File: config.mk
export PLATFORM = sky130hd
export DESIGN_NAME = riscv_icache_line_fill_flat
export DESIGN_NICKNAME = d
export VERILOG_FILES = /design/src/rtl/riscv_icache_line_fill_if.sv /design/src/rtl/riscv_icache_line_fill.sv /design/src/flat_wrapper.sv
export SDC_FILE = /design/constraint.sdc
export NUM_CORES = 1
export LEC_CHECK = 0
export CAP_MARGIN = 20
export CORE_MARGIN = 4
export CORE_UTILIZATION = 51
export DETAILED_ROUTE_END_ITERATION = 10
export GPL_ROUTABILITY_DRIVEN = 0
export PLACE_DENSITY = 0.82
export SYNTH_ARGS = -nofsm -noshare
export SYNTH_HDL_FRONTEND = slang
export SYNTH_SLANG_ARGS = --single-unit
File: constraint.sdc
create_clock -name i_riscv_ifill_clk -period 3.7 [get_ports i_riscv_ifill_clk]
set_input_delay 0.925 -clock i_riscv_ifill_clk [delete_from_list [all_inputs] [get_ports i_riscv_ifill_clk]]
set_output_delay 0.925 -clock i_riscv_ifill_clk [all_outputs]
set_load 0.01 [all_outputs]
File: src/rtl/riscv_icache_line_fill_if.sv
// Narrow single-outstanding memory read bus between the line-fill engine and memory.
// The fill engine is the master: it issues word addresses and receives read data beats.
interface riscv_icache_line_fill_if #(
    parameter int BUS_ADDR  = 25,
    parameter int BUS_WIDTH = 32
);
    logic                 o_riscv_ifill_bus_req;
    logic [BUS_ADDR-1:0]  o_riscv_ifill_bus_addr;
    logic                 i_riscv_ifill_bus_gnt;
    logic                 i_riscv_ifill_bus_rvalid;
    logic [BUS_WIDTH-1:0] i_riscv_ifill_bus_rdata;
    logic                 i_riscv_ifill_bus_err;

    modport master (
        output o_riscv_ifill_bus_req,
        output o_riscv_ifill_bus_addr,
        input  i_riscv_ifill_bus_gnt,
        input  i_riscv_ifill_bus_rvalid,
        input  i_riscv_ifill_bus_rdata,
        input  i_riscv_ifill_bus_err
    );

    modport slave (
        input  o_riscv_ifill_bus_req,
        input  o_riscv_ifill_bus_addr,
        output i_riscv_ifill_bus_gnt,
        output i_riscv_ifill_bus_rvalid,
        output i_riscv_ifill_bus_rdata,
        output i_riscv_ifill_bus_err
    );
endinterface

File: src/rtl/riscv_icache_line_fill.sv
// Instruction-cache refill engine: fetches a line as BEATS bus words, assembles it in a
// one-entry line buffer and answers repeated requests for the buffered line without bus traffic.
module riscv_icache_line_fill #(
    parameter int S_ADDR     = 23,
    parameter int LINE_WIDTH = 128,
    parameter int BUS_WIDTH  = 32,
    parameter int BEATS      = LINE_WIDTH / BUS_WIDTH,
    parameter int BUS_ADDR   = S_ADDR + $clog2(BEATS)
) (
    input  logic                  i_riscv_ifill_clk,
    input  logic                  i_riscv_ifill_rst,
    input  logic                  i_riscv_ifill_req,
    input  logic [S_ADDR-1:0]     i_riscv_ifill_line_addr,
    output logic                  o_riscv_ifill_ready,
    output logic [LINE_WIDTH-1:0] o_riscv_ifill_line_data,
    output logic                  o_riscv_ifill_err,
    output logic                  o_riscv_ifill_busy,
    riscv_icache_line_fill_if.master bus
);
    localparam int BEAT_W = $clog2(BEATS);
    localparam logic [BEAT_W-1:0] LAST_BEAT = BEAT_W'(BEATS - 1);

    typedef enum logic [1:0] {IDLE, REQ, WAIT, DONE} state_t;

    state_t              r_state;
    logic [S_ADDR-1:0]   r_addr;
    logic [BEAT_W-1:0]   r_beat;
    logic                r_buf_valid;
    logic                r_ready;
    logic                r_err;
    logic                r_busy;
    logic                r_bus_req;
    logic [BUS_ADDR-1:0] r_bus_addr;

    logic                w_hit;
    logic                w_beat_ok;
    logic [BEAT_W-1:0]   w_beat_next;

    assign w_hit       = r_buf_valid && (i_riscv_ifill_line_addr == r_addr);
    assign w_beat_ok   = (r_state == WAIT) && bus.i_riscv_ifill_bus_rvalid && !bus.i_riscv_ifill_bus_err;
    // Beat index wraps inside BEAT_W bits so the bus address never carries into the line address.
    assign w_beat_next = r_beat + BEAT_W'(1);

    always_ff @(posedge i_riscv_ifill_clk or negedge i_riscv_ifill_rst) begin
        if (!i_riscv_ifill_rst) begin
            r_state     <= IDLE;
            r_addr      <= '0;
            r_beat      <= '0;
            r_buf_valid <= 1'b0;
            r_ready     <= 1'b0;
            r_err       <= 1'b0;
            r_busy      <= 1'b0;
            r_bus_req   <= 1'b0;
            r_bus_addr  <= '0;
        end else begin
            r_ready <= 1'b0;
            r_err   <= 1'b0;
            case (r_state)
                IDLE: begin
                    if (i_riscv_ifill_req) begin
                        if (w_hit) begin
                            r_ready <= 1'b1;
                            r_state <= DONE;
                        end else begin
                            r_addr      <= i_riscv_ifill_line_addr;
                            r_buf_valid <= 1'b0;
                            r_beat      <= '0;
                            r_bus_req   <= 1'b1;
                            r_bus_addr  <= {i_riscv_ifill_line_addr, {BEAT_W{1'b0}}};
                            r_busy      <= 1'b1;
                            r_state     <= REQ;
                        end
                    end
                end
                REQ: begin
                    if (bus.i_riscv_ifill_bus_gnt) begin
                        r_bus_req <= 1'b0;
                        r_state   <= WAIT;
                    end
                end
                WAIT: begin
                    if (bus.i_riscv_ifill_bus_rvalid) begin
                        if (bus.i_riscv_ifill_bus_err) begin
                            // Aborted fill: the buffer stays invalid so the line is re-fetched next time.
                            r_ready <= 1'b1;
                            r_err   <= 1'b1;
                            r_busy  <= 1'b0;
                            r_state <= DONE;
                        end else if (r_beat == LAST_BEAT) begin
                            r_buf_valid <= 1'b1;
                            r_ready     <= 1'b1;
                            r_busy      <= 1'b0;
                            r_state     <= DONE;
                        end else begin
                            r_beat     <= w_beat_next;
                            r_bus_req  <= 1'b1;
                            r_bus_addr <= {r_addr, w_beat_next};
                            r_state    <= REQ;
                        end
                    end
                end
                DONE: begin
                    r_state <= IDLE;
                end
                default: begin
                    r_state <= IDLE;
                end
            endcase
        end
    end

    genvar gi;
    generate
        for (gi = 0; gi < BEATS; gi++) begin : g_line
            logic [BUS_WIDTH-1:0] r_word;

            always_ff @(posedge i_riscv_ifill_clk or negedge i_riscv_ifill_rst) begin
                if (!i_riscv_ifill_rst) begin
                    r_word <= '0;
                end else if (w_beat_ok && (r_beat == BEAT_W'(gi))) begin
                    r_word <= bus.i_riscv_ifill_bus_rdata;
                end
            end

            assign o_riscv_ifill_line_data[gi*BUS_WIDTH +: BUS_WIDTH] = r_word;
        end
    endgenerate

    assign o_riscv_ifill_ready        = r_ready;
    assign o_riscv_ifill_err          = r_err;
    assign o_riscv_ifill_busy         = r_busy;
    assign bus.o_riscv_ifill_bus_req  = r_bus_req;
    assign bus.o_riscv_ifill_bus_addr = r_bus_addr;
endmodule

File: src/flat_wrapper.sv
// flat-port wrapper written by rule: the top's interface ports become plain ports
module riscv_icache_line_fill_flat 
#(
    parameter int S_ADDR     = 23,
    parameter int LINE_WIDTH = 128,
    parameter int BUS_WIDTH  = 32,
    parameter int BEATS      = LINE_WIDTH / BUS_WIDTH,
    parameter int BUS_ADDR   = S_ADDR + $clog2(BEATS)
)
  (i_riscv_ifill_clk, i_riscv_ifill_rst, i_riscv_ifill_req, i_riscv_ifill_line_addr, o_riscv_ifill_ready, o_riscv_ifill_line_data, o_riscv_ifill_err, o_riscv_ifill_busy, bus_o_riscv_ifill_bus_req, bus_o_riscv_ifill_bus_addr, bus_i_riscv_ifill_bus_gnt, bus_i_riscv_ifill_bus_rvalid, bus_i_riscv_ifill_bus_rdata, bus_i_riscv_ifill_bus_err);
  riscv_icache_line_fill_if #(.BUS_ADDR(BUS_ADDR), .BUS_WIDTH(BUS_WIDTH)) bus_i ();
  input  logic i_riscv_ifill_clk;
  input  logic i_riscv_ifill_rst;
  input  logic i_riscv_ifill_req;
  input  logic [S_ADDR-1:0] i_riscv_ifill_line_addr;
  output logic o_riscv_ifill_ready;
  output logic [LINE_WIDTH-1:0] o_riscv_ifill_line_data;
  output logic o_riscv_ifill_err;
  output logic o_riscv_ifill_busy;
  output wire logic [$bits(bus_i.o_riscv_ifill_bus_req)-1:0] bus_o_riscv_ifill_bus_req;
  output wire logic [$bits(bus_i.o_riscv_ifill_bus_addr)-1:0] bus_o_riscv_ifill_bus_addr;
  input wire logic [$bits(bus_i.i_riscv_ifill_bus_gnt)-1:0] bus_i_riscv_ifill_bus_gnt;
  input wire logic [$bits(bus_i.i_riscv_ifill_bus_rvalid)-1:0] bus_i_riscv_ifill_bus_rvalid;
  input wire logic [$bits(bus_i.i_riscv_ifill_bus_rdata)-1:0] bus_i_riscv_ifill_bus_rdata;
  input wire logic [$bits(bus_i.i_riscv_ifill_bus_err)-1:0] bus_i_riscv_ifill_bus_err;
  assign bus_o_riscv_ifill_bus_req = bus_i.o_riscv_ifill_bus_req;
  assign bus_o_riscv_ifill_bus_addr = bus_i.o_riscv_ifill_bus_addr;
  assign bus_i.i_riscv_ifill_bus_gnt = bus_i_riscv_ifill_bus_gnt;
  assign bus_i.i_riscv_ifill_bus_rvalid = bus_i_riscv_ifill_bus_rvalid;
  assign bus_i.i_riscv_ifill_bus_rdata = bus_i_riscv_ifill_bus_rdata;
  assign bus_i.i_riscv_ifill_bus_err = bus_i_riscv_ifill_bus_err;
  riscv_icache_line_fill #(.S_ADDR(S_ADDR), .LINE_WIDTH(LINE_WIDTH), .BUS_WIDTH(BUS_WIDTH), .BEATS(BEATS), .BUS_ADDR(BUS_ADDR)) u_core (.i_riscv_ifill_clk(i_riscv_ifill_clk), .i_riscv_ifill_rst(i_riscv_ifill_rst), .i_riscv_ifill_req(i_riscv_ifill_req), .i_riscv_ifill_line_addr(i_riscv_ifill_line_addr), .o_riscv_ifill_ready(o_riscv_ifill_ready), .o_riscv_ifill_line_data(o_riscv_ifill_line_data), .o_riscv_ifill_err(o_riscv_ifill_err), .o_riscv_ifill_busy(o_riscv_ifill_busy), .bus(bus_i));
endmodule
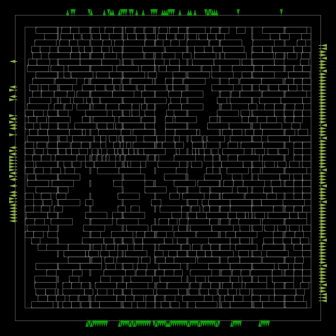
Run 1: placed standard cells
Row Count: 44
count of flip-flops and latches: 183

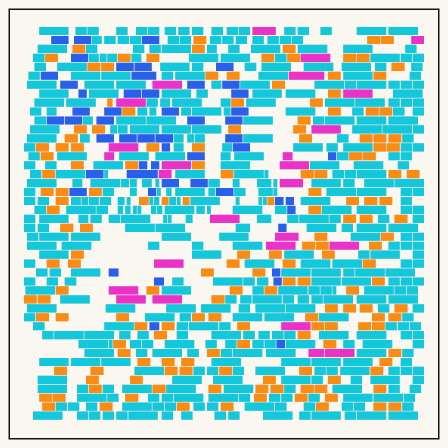
Run 1: drive-strength map
[drive 1 or less] cyan | cells: 468
[drive 2] orange | cells: 167
[drive 3 to 4] blue | cells: 53
[drive 6 and up] magenta | cells: 26
design area: 10,600 um2
number of buffers other than clock buffers in the final layout: 229

==> qor.rpt, run 1 <==
================================================================================
Clk pwr share                                                              22.4%
Number of vias after detailed routing                                      4,708
Min-delay src                                                       u_core.o_riscv_ifill_busy$_DFFE_PN0P_
Clock Sinks                                                                  183
Remaining global-route overflow                                                0
Post-synthesis cell count from yosys                                         473
Number of buffers created by CTS                                              17
Hold slack final                                                        0.487 ns
Async set-reset flop share out of synthesis                                 100%
Smallest setup slack after layout                                       0.394 ns
Detailed-router iteration count before antenna repair                          4
Count of input and output buffers                                            217
Cell-internal power                                                      5470 uW
Final count of pins violating max slew                                         0
CORE AREA                                                             14,600 um2
Nets in the synthesized netlist                                              538
Insertion delay of the later-clocked pin in the worst-skew pair          0.42 ns
Final Cycle Share                                                          89.4%
WL met3                                                                  1180 um
First-pass GRT wire length                                             27,500 um
Sw frac                                                                    29.3%
Yosys stat area                                                         7610 um2
Clock tree from TritonCTS                                                  built
Run status                                                          finished clean
Synth-to-layout area growth                                                38.8%
Net switching power                                                      2270 uW
Multi-input logic area                                                  2870 um2
CP required                                                              4.00 ns
Leading area contributor after synthesis                                 dfrtp_1
Tot GR Track Use                                                           21.2%
Clk_skew                                                              0.00890 ns
Post-layout instance count excluding filler cells                            898
Setup crit start                                                    i_riscv_ifill_line_addr[19]
Startpoint of the most critical register-to-register path           u_core.r_beat[0]$_DFFE_PN0P_
Netlist cell types                                                            31
Top layer reached by signal wires                                           met4
Leading post-synthesis cells by instance count                      dfrtp_1, mux2_2, mux2_4
Type of the most critical hold path                                   reg -> reg
Post-synthesis instance total                                                473
Worst endpoint data arrival time                                         3.61 ns
Total placed cells including tap cells                                       866
Share of post-route cells with drive strength above 1                      34.5%
Vias in the first global route                                             4,924
Syn_area_per_cell                                                       16.1 um2
Number of vias per cell                                                     5.24
Post-CTS Resized                                                               0
Synth flops                                                                  183
Root Buffer                                                            clkbuf_16
Top-Level Pins                                                               218
Most common logic cell in the routed design                         clkdlybuf4s50_1
Pre-CTS setup slack                                                    0.0379 ns
Post-route met1 wirelength                                               7390 um
DRT iter0 DRCs                                                               200
CTS max path bufs                                                              2
Power per cell area                                                   733 nW/um2
Post-DR wirelength/cell                                                  19.8 um
Number of logged tool warnings                                                29
Endpoint type of the worst setup path                                  flip-flop
DRC                                                                            0
Tightest Pin Transition                                                  1.23 ns
Number of cells traversed by the worst register-to-register path               6
Crit path max fanout                                                          19
Fraction of synthesized cell area taken by the top area cell type          60.2%
Die outline area                                                      16,900 um2
Post-synth tally of flip-flops with integrated enable                          0
Most frequently used flop master after synthesis                         dfrtp_1
Chip Width                                                                130 um
Post-CTS Hold Buffers                                                          0
RSZ-0062 raised after global routing                                       false
Standard cell area after detailed placement                            10000 um2
Reg power frac                                                             40.0%
Max-cap violations                                                             0
NumNets Final                                                                766
Design Power                                                             7740 uW
Setup bufs post-CTS                                                            0
Met2 WL post-DR                                                          8920 um
Leakage                                                               0.00483 uW
Largest net degree at the start of global routing                             93
Commonest cells after routing, fill and taps aside                  clkdlybuf4s50_1, dfrtp_1, mux2_2
Tightest slew margin relative to the limit                                 18.3%
Most used standard cell by instance count after synthesis                dfrtp_1
Fmax                                                                   0.302 GHz
Total setup violations reported at the end of the flow                         0
Count of inserted antenna diode cells                                          0
Number of inserted filler cells in the final layout                          966
Total count of hold-check failures in the final report                         0
Total wirelength of the detailed-routed design                         17,800 um
Part of the Yosys area used for sequential elements                        60.2%
Kind of start point of the critical path                            primary input
Combinational fraction of design power                                     37.6%
Deepest level of the CTS H-tree                                                4
Antenna viol nets, final                                                       0
Final min period                                                         3.31 ns
Reg2reg end                                                         u_core.bus.o_riscv_ifill_bus_addr[4]$_DFFE_PN0P_
Sum Neg Setup Slack                                                         0 ns
Synthesis warning total                                                        0
Endpoint of the worst hold-timing path                              u_core.o_riscv_ifill_busy$_DFFE_PN0P_
R2R Setup Slk                                                            0.84 ns
Dpl hpwl                                                               12,700 um
Pre-placement core utilization                                             52.2%
Height of the die                                                         130 um
Type of the worst setup path                                           in -> reg
Clock-pin slew on the worst setup and hold paths                         0.07 ns
Hold depth                                                                     2
Initial antenna violation count                                                0
Top post-synthesis cells by area                                    dfrtp_1, mux2_2, mux2_4, xnor2_1, buf_2
VDD IR max                                                              0.427 mV
Timing endpoint of the critical path                                u_core.bus.o_riscv_ifill_bus_addr[4]$_DFFE_PN0P_
Core utilization of the finished layout                                    72.4%
Combined flip-flop and latch cell area                                  4580 um2
Cell area after technology mapping                                      7610 um2
================================================================================
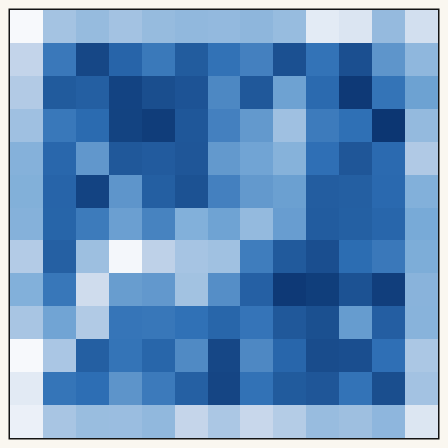
Run 1: local utilization
The die is cut into 13 by 13 equal tiles; white is low, dark blue is high, 0 to 100% covered.
emptiest ninth of the die: lower left
fullest tile: 98%
tiles over 75% full: 36%

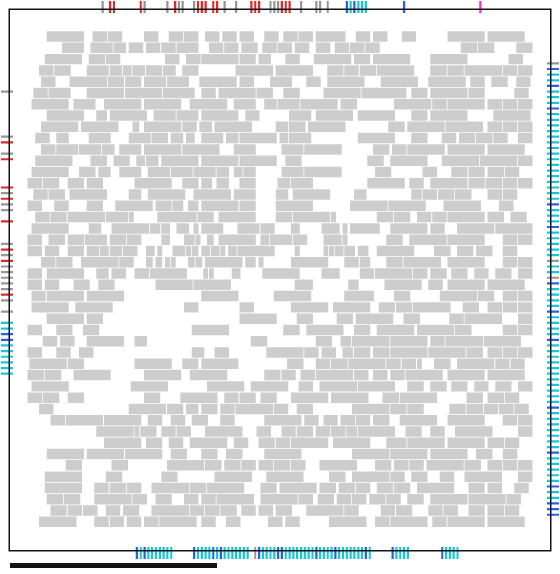
Run 1: pin map
Bar = 50 um. Pins as bars across the die edge, other pins in grey.
[i_riscv_ifill_line_addr] red | pins: 23 | direction: input | edge: 15 top, 8 left
[bus_i_riscv_ifill_bus_rdata] blue | pins: 32 | direction: input | edge: 14 right, 13 bottom, 3 top, 2 left
[i_riscv_ifill_clk] magenta | pins: 1 | direction: input | edge: top
[o_riscv_ifill_line_data] cyan | pins: 128 | direction: output | edge: 64 right, 52 bottom, 8 left, 4 top
all pins by edge: 81 right, 66 bottom, 38 top, 33 left

-- run 1: registers in the layout, indices dropped and copies added, names as in the netlist --
signal	count
u_core.g_line.r_word	128
u_core.r_addr	23
u_core.bus.o_riscv_ifill_bus_addr	24
u_core.o_riscv_ifill_busy	1
u_core.o_riscv_ifill_ready	1
u_core.r_state	2
u_core.r_buf_valid	1
u_core.o_riscv_ifill_err	1
u_core.r_beat	1
u_core.bus.o_riscv_ifill_bus_req	1
-- run 1: power groups by stage --
stage          combinational [uW]  sequential (uW)  clock (uW)
2_1_floorplan                1310             3290           0
3_3_place_gp                 2870             3090           0
3_5_place_dp                 2930             3120           0
4_1_cts                      2950             3100        1770
5_1_grt                      3090             3170        1850
6_report                     2910             3100        1730
-- run 1: worst max-delay path: stages --
cell and delay, ns:
clkdlybuf4s50_1 0.50, xnor2_1 0.18, nand4_1 0.18, nor4_4 0.09
a221oi_4 1.01, buf_4 0.36, mux2_2 0.36
-- run 1: logic make-up (layout without fill, tap and decap cells) --
logic type	after synthesis	in the layout	synth area share [%]
adder cells (fa/ha/maj)	4	4	0.658
XOR/XNOR	23	23	2.65
AND-OR/OR-AND	10	10	1.07
multiplexers	198	198	31.0
flip-flops	183	183	60.2
buffers and inverters	25	266	2.20
AND/OR/NAND/NOR	30	30	2.25
-- run 1: routing by layer --
layer | global-route usage (%) | vias to the layer above
met5 | 0 | -
met2 | 36.1 | 162
li1 | - | 2127
met3 | 5.69 | 21
met1 | 26.5 | 2398
met4 | 6.78 | 0
-- run 1: final cells by class --
class	count	area share [%]
Timing Repair Buffer	229	21.8
Clock buffer	20	4.23
Tap cell	184	2.18
Sequential cell	183	43.4
Multi-Input combinational cell	265	27.1
Inverter	5	0.178
Clock inverter	12	1.14
==> run 2, diff against run 1 <==
==> constraint.sdc (replaced) <==
create_clock -name i_riscv_ifill_clk -period 3.7 [get_ports i_riscv_ifill_clk]
set_input_delay 0.555 -clock i_riscv_ifill_clk [delete_from_list [all_inputs] [get_ports i_riscv_ifill_clk]]
set_output_delay 0.555 -clock i_riscv_ifill_clk [all_outputs]
set_load 0.01 [all_outputs]
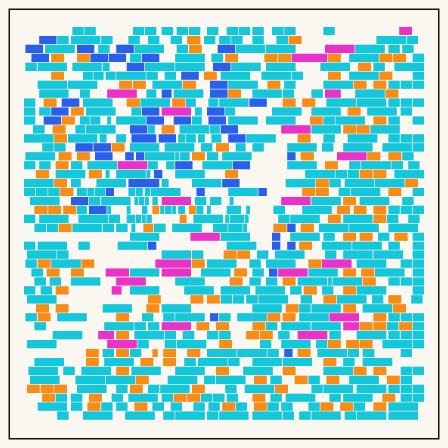
Run 2: drive-strength map
[drive 2] orange | cells: 167
[drive 3 to 4] blue | cells: 53
[drive 6 and up] magenta | cells: 25
[drive 1 or less] cyan | cells: 468

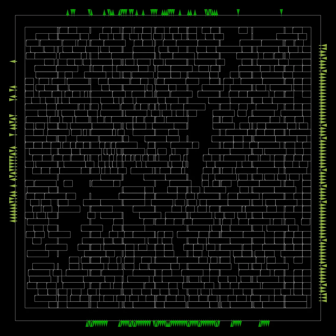
Run 2: placed standard cells
flop share of the area: 43.4%
CORE AREA: 14,600 um2

==> qor.rpt, run 2 <==
================================================================================
Total count of hold-check failures in the final report                         0   unchanged
Syn_area_per_cell                                                       16.1 um2   unchanged
NumNets Final                                                                765   was 766
Multi-input logic area                                                  2870 um2   unchanged
Clk_skew                                                              0.00745 ns   was 0.00890 ns
Pre-CTS setup slack                                                     0.934 ns   was 0.0379 ns
Height of the die                                                         130 um   unchanged
Reg power frac                                                             39.7%   was 40.0%
Fmax                                                                   0.427 GHz   was 0.302 GHz
Row Count                                                                     44   unchanged
Post-CTS Resized                                                               0   unchanged
Total wirelength of the detailed-routed design                         18,200 um   was 17,800 um
Cell-internal power                                                      5570 uW   was 5470 uW
Number of vias per cell                                                     5.24   about the same
Remaining global-route overflow                                                0   unchanged
Post-synthesis cell count from yosys                                         473   unchanged
Clock Sinks                                                                  183   unchanged
Post-synthesis instance total                                                473   unchanged
Synthesis warning total                                                        0   unchanged
CP required                                                              4.00 ns   about the same
Sw frac                                                                    28.7%   was 29.3%
Clk pwr share                                                              23.0%   was 22.4%
Critical Path, Cell by Cell                                         clkdlybuf4s50_1 -> xnor2_1 -> nand4_1 -> nor4_4 -> a211o_1 -> buf_4 -> mux2_2   was clkdlybuf4s50_1 -> xnor2_1 -> nand4_1 -> nor4_4 -> a221oi_4 -> buf_4 -> mux2_2
Number of cells traversed by the worst register-to-register path               5   was 6
Post-layout instance count excluding filler cells                            897   was 898
Hold slack final                                                        0.157 ns   was 0.487 ns
Run status                                                          finished clean   unchanged
Root Buffer                                                            clkbuf_16   unchanged
Leakage                                                               0.00482 uW   was 0.00483 uW
Count of inserted antenna diode cells                                          0   unchanged
CTS max path bufs                                                              2   unchanged
Number of flip-flops under the largest register name                         128   unchanged
Tightest slew margin relative to the limit                                 32.9%   was 18.3%
Biggest register                                                    u_core.g_line.r_word   unchanged
Post-CTS Hold Buffers                                                          0   unchanged
Number of inserted filler cells in the final layout                          945   was 966
Nets in the synthesized netlist                                              538   unchanged
Most used standard cell by instance count after synthesis                dfrtp_1   unchanged
Netlist cell types                                                            31   unchanged
Top post-synthesis cells by area                                    dfrtp_1, mux2_2, mux2_4, xnor2_1, buf_2   unchanged
Synth-to-layout area growth                                                38.7%   was 38.8%
Slowest cell delay on critical path                                      0.53 ns   was 1.01 ns
RSZ-0062 raised after global routing                                       false   unchanged
Number of vias after detailed routing                                      4,703   was 4,708
Post-DR wirelength/cell                                                  20.2 um   was 19.8 um
Top-Level Pins                                                               218   unchanged
Antenna viol nets, final                                                       0   unchanged
Pre-placement core utilization                                             52.2%   unchanged
Insertion delay of the later-clocked pin in the worst-skew pair          0.42 ns   about the same
Share of post-route cells with drive strength above 1                      34.4%   was 34.5%
Reg2reg end                                                         u_core.g_line[3].r_word[5]$_DFFE_PN0P_   was u_core.bus.o_riscv_ifill_bus_addr[4]$_DFFE_PN0P_
Deepest level of the CTS H-tree                                                4   unchanged
Detailed-router iteration count before antenna repair                          4   unchanged
Design Power                                                             7800 uW   was 7740 uW
Final count of pins violating max slew                                         0   unchanged
Tot GR Track Use                                                           22.2%   was 21.2%
Worst path slowest cell                                             clkdlybuf4s50_1   was a221oi_4
Standard cell area after detailed placement                             9960 um2   was 10000 um2
Worst endpoint data arrival time                                         2.64 ns   was 3.61 ns
Tightest Pin Transition                                                  1.00 ns   was 1.23 ns
VDD IR max                                                              0.430 mV   was 0.427 mV
Chip Width                                                                130 um   unchanged
Fraction of synthesized cell area taken by the top area cell type          60.2%   unchanged
Total placed cells including tap cells                                       865   was 866
Startpoint of the most critical register-to-register path           u_core.r_state[1]$_DFFE_PN0P_   was u_core.r_beat[0]$_DFFE_PN0P_
Clock tree from TritonCTS                                                  built   unchanged
Crit path max fanout                                                          12   was 19
Type of the most critical hold path                                  in -> async   was reg -> reg
Net switching power                                                      2240 uW   was 2270 uW
Design area                                                           10,600 um2   about the same
Sum Neg Setup Slack                                                         0 ns   unchanged
Combined flip-flop and latch cell area                                  4580 um2   unchanged
Total setup violations reported at the end of the flow                         0   unchanged
Largest net degree at the start of global routing                             74   was 93
Synth flops                                                                  183   unchanged
Yosys stat area                                                         7610 um2   unchanged
Final Cycle Share                                                          63.3%   was 89.4%
First-pass GRT wire length                                             28,800 um   was 27,500 um
Vias in the first global route                                             5,206   was 4,924
Combinational fraction of design power                                     37.3%   was 37.6%
DRC                                                                            0   unchanged
Count of input and output buffers                                            217   unchanged
Final min period                                                         2.34 ns   was 3.31 ns
Most frequently used flop master after synthesis                         dfrtp_1   unchanged
Commonest cells after routing, fill and taps aside                  clkdlybuf4s50_1, dfrtp_1, mux2_2   unchanged
Cell area after technology mapping                                      7610 um2   unchanged
Max-cap violations                                                             0   unchanged
Kind of start point of the critical path                            primary input   unchanged
Leading post-synthesis cells by instance count                      dfrtp_1, mux2_2, mux2_4   unchanged
Initial antenna violation count                                                0   unchanged
R2R Setup Slk                                                            1.47 ns   was 0.84 ns
Smallest setup slack after layout                                        1.36 ns   was 0.394 ns
Power per cell area                                                   739 nW/um2   was 733 nW/um2
Core utilization of the finished layout                                    72.4%   about the same
Type of the worst setup path                                           in -> reg   unchanged
Post-synth tally of flip-flops with integrated enable                          0   unchanged
================================================================================
==> run 2: cells by family after synthesis <==
kind of cell | Yosys count | synth area share (%)
multiplexers | 198 | 31.0
flip-flops | 183 | 60.2
AND/OR/NAND/NOR | 30 | 2.25
buffers and inverters | 25 | 2.20
XOR/XNOR | 23 | 2.65
AND-OR/OR-AND | 10 | 1.07
adder cells (fa/ha/maj) | 4 | 0.658
==> run 2: power groups by stage <==
stage                     clock network, uW  logic (uW)  registers, uW
final                                  1800        2910           3100
after global routing                   1930        3110           3170
after CTS                              1830        2950           3100
after detailed placement                  0        2940           3120
after global placement                    0        2860           3080
after floorplan                           0        1310           3290
==> run 2: worst max-delay path: cells and delay by family <==
kind | cells | cell delay [ns]
AOI/OAI and AO/OA | 1 | 0.20
xor gates and xnor gates | 1 | 0.16
buffers and inverters | 2 | 0.77
muxes | 1 | 0.36
and+or+nand+nor | 2 | 0.59
==> run 2: cell type report <==
class / instances / share of cell area (%)
Tap cell: 184 / 2.18
Clock inverter: 10 / 1.14
Inverter: 5 / 0.178
Clock buffer: 22 / 4.49
Sequential cell: 183 / 43.4
Timing Repair Buffer: 228 / 21.5
Multi-Input combinational cell: 265 / 27.2
==> run 2: layer usage <==
layer / global-route usage, % / part of all wire [%] / wire length (um)
met4: 8.01 / 2.2 / 400
met2: 37.2 / 50 / 9060
met1: 28.0 / 41 / 7390
met3: 5.85 / 7.3 / 1320
met5: 0 / 0 / 0
==> run 3, diff against run 2 <==
--- a/config.mk
+++ b/config.mk
@@ -7,10 +7,10 @@
 export LEC_CHECK = 0
 export CAP_MARGIN = 20
 export CORE_MARGIN = 4
-export CORE_UTILIZATION = 51
+export CORE_UTILIZATION = 48
 export DETAILED_ROUTE_END_ITERATION = 10
 export GPL_ROUTABILITY_DRIVEN = 0
-export PLACE_DENSITY = 0.82
+export PLACE_DENSITY = 0.78
 export SYNTH_ARGS = -nofsm -noshare
 export SYNTH_HDL_FRONTEND = slang
 export SYNTH_SLANG_ARGS = --single-unit
==> constraint.sdc (replaced) <==
create_clock -name i_riscv_ifill_clk -period 2.3 [get_ports i_riscv_ifill_clk]
set_input_delay 0.345 -clock i_riscv_ifill_clk [delete_from_list [all_inputs] [get_ports i_riscv_ifill_clk]]
set_output_delay 0.345 -clock i_riscv_ifill_clk [all_outputs]
set_load 0.01 [all_outputs]
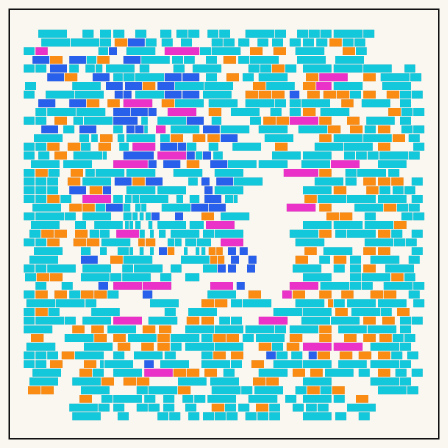
Run 3: drive-strength map
[drive 1 or less] cyan | cells: 465
[drive 3 to 4] blue | cells: 67
[drive 2] orange | cells: 170
[drive 6 and up] magenta | cells: 28
smallest setup slack after layout: 0.239 ns
synth-to-layout area growth: 41.7%
number of buffers other than clock buffers in the final layout: 245
design area: 10,800 um2

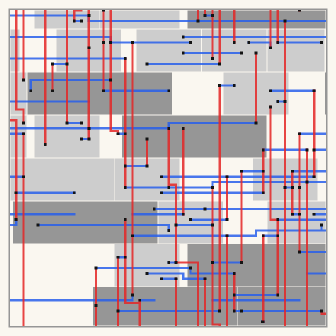
Run 3: zoomed window
Region (90, 90) to (110, 110) um. Cells in grey, sequential cells in the stronger grey; small squares are vias.
[met2] red
[met1] blue
most frequent: mux2_2 (10), dfrtp_1 (6)
sequential cells in the window: 6
cells with their middle in the window: 18
netlist names of flops here include: u_core.g_line.r_word (6)

==> qor.rpt, run 3 <==
================================================================================
Top post-synthesis cells by area                                    dfrtp_1, mux2_2, mux2_4, xnor2_1, buf_2   unchanged
CTS max path bufs                                                              2   unchanged
NumNets Final                                                                782   was 765
Antenna viol nets, final                                                       0   unchanged
Clock tree from TritonCTS                                                  built   unchanged
GR met3 Demand/Resource                                                    6.49%   was 5.85%
Remaining global-route overflow                                                0   unchanged
Clk_skew                                                              0.00722 ns   was 0.00745 ns
Yosys stat area                                                         7610 um2   unchanged
Most frequently used flop master after synthesis                         dfrtp_1   unchanged
Leakage                                                               0.00493 uW   was 0.00482 uW
Post-route met1 wirelength                                               7260 um   was 7390 um
Clock net power                                                          2980 uW   was 1800 uW
Synthesis warning total                                                        0   unchanged
Pre-placement core utilization                                             49.5%   was 52.2%
RSZ-0062 raised after global routing                                       false   unchanged
Final min period                                                         2.06 ns
Setup crit start                                                    i_riscv_ifill_line_addr[15]   was i_riscv_ifill_line_addr[18]
Crit path max fanout                                                           9   was 12
Post-DR wirelength/cell                                                  18.6 um   was 20.2 um
Root Buffer                                                            clkbuf_16   unchanged
Endpoint type of the worst setup path                                  flip-flop   unchanged
Total setup violations reported at the end of the flow                         0   unchanged
Clock Sinks                                                                  183   unchanged
Clock-pin slew on the worst setup and hold paths                         0.07 ns   was 0.06 ns
Leading post-synthesis cells by instance count                      dfrtp_1, mux2_2, mux2_4   unchanged
Type of the most critical hold path                                  in -> async   unchanged
Run status                                                          finished clean   unchanged
Leading area contributor after synthesis                                 dfrtp_1   unchanged
Combinational fraction of design power                                     37.3%   about the same
Net switching power                                                      3630 uW   was 2240 uW
DRC                                                                            0   unchanged
Startpoint of the most critical register-to-register path           u_core.r_beat[0]$_DFFE_PN0P_   was u_core.r_state[1]$_DFFE_PN0P_
Top layer reached by signal wires                                           met4   unchanged
Fraction of synthesized cell area taken by the top area cell type          60.2%   unchanged
Pre-CTS setup slack                                                    -0.183 ns   was 0.934 ns
Reg power frac                                                             39.3%   was 39.7%
Share of post-route cells with drive strength above 1                      36.3%   was 34.4%
Fmax                                                                   0.485 GHz
Detailed-router iteration count before antenna repair                          4   unchanged
Top-Level Pins                                                               218   unchanged
Dpl hpwl                                                               13,000 um   was 12,900 um
CORE AREA                                                             15,400 um2   was 14,600 um2
Part of the Yosys area used for sequential elements                        60.2%   unchanged
Initial antenna violation count                                                0   unchanged
Total count of hold-check failures in the final report                         0   unchanged
Tightest Pin Transition                                                 0.499 ns   was 1.00 ns
Count of input and output buffers                                            217   unchanged
Syn_area_per_cell                                                       16.1 um2   unchanged
Biggest register                                                    u_core.g_line.r_word   unchanged
Power per cell area                                                  1180 nW/um2   was 739 nW/um2
Met2 WL post-DR                                                          8680 um   was 9060 um
Total wirelength of the detailed-routed design                         17,500 um   was 18,200 um
Layer carrying the most global-route usage                                  met2   unchanged
CP required                                                              2.61 ns   was 4.00 ns
Number of logged tool warnings                                                29   unchanged
Clk pwr share                                                              23.4%   was 23.0%
Post-synth tally of flip-flops with integrated enable                          0   unchanged
Post-synthesis cell count from yosys                                         473   unchanged
Setup bufs post-CTS                                                            0   unchanged
Netlist cell types                                                            31   unchanged
Sum Neg Setup Slack                                                         0 ns   unchanged
Final count of pins violating max slew                                         0   unchanged
Max-cap violations                                                             0   unchanged
Tot GR Track Use                                                           20.5%   was 22.2%
Synth flops                                                                  183   unchanged
Type of the worst setup path                                           in -> reg   unchanged
DRT iter0 DRCs                                                               200   was 251
Vias in the first global route                                             5,333   was 5,206
WL met3                                                                  1290 um   was 1320 um
Number of flip-flops under the largest register name                         128   unchanged
Reg2reg end                                                         u_core.bus.o_riscv_ifill_bus_addr[11]$_DFFE_PN0P_   was u_core.g_line[3].r_word[5]$_DFFE_PN0P_
================================================================================
-- run 3: netlist changes by cell type in the layout (fill, tap and decap cells not counted), moves of 2 or more --
cell	delta
buf_4	+13
clkinv_4	+4
buf_12	+3
clkinvlp_4	-3
nand2_1	-3
nand2_2	+3
clkbuf_8	-2
-- run 3: kinds of logic (layout without fill, tap and decap cells) --
family,count (synthesis),after routing,synth area share (%)
muxes,198,198,31.0
DFF,183,183,60.2
and+or+nand+nor,30,30,2.25
buffers and inverters,25,282,2.20
xor gates and xnor gates,23,23,2.65
AOI/OAI and AO/OA,10,10,1.07
adders and majority gates,4,4,0.658
-- run 3: layout make-up --
| cell class | count | area (um2) | share of cell area (%) |
|---|---|---|---|
| Multi-Input combinational cell | 265 | 2870 | 26.6 |
| Timing Repair Buffer | 245 | 2440 | 22.6 |
| Inverter | 5 | 18.8 | 0.174 |
| Clock buffer | 19 | 443 | 4.11 |
| Clock inverter | 13 | 171 | 1.59 |
| Sequential cell | 183 | 4580 | 42.5 |
| Tap cell | 211 | 264 | 2.45 |
-- run 3: per-stage QoR --
step / power (uW) / cells / utilization, % / hold WS, ns
3_3_place_gp: 9670 / 908 / 66.1 / 0.331
6_report: 12700 / 941 / 70.2 / 0.418
4_1_cts: 12900 / 941 / 70.2 / 0.442
3_5_place_dp: 9830 / 908 / 66.1 / 0.333
5_1_grt: 13400 / 941 / 70.2 / 0.469
2_1_floorplan: 7390 / 473 / - / 0.0494
-- run 3: worst max-delay path, cell delays in order --
cell	delay, ns
clkdlybuf4s50_1	0.48
xnor2_1	0.27
nand4_1	0.18
nor4_4	0.30
a211o_1	0.24
buf_4	0.23
mux2_4	0.31
No activity file was given, so power comes from the tool's default toggle rates.
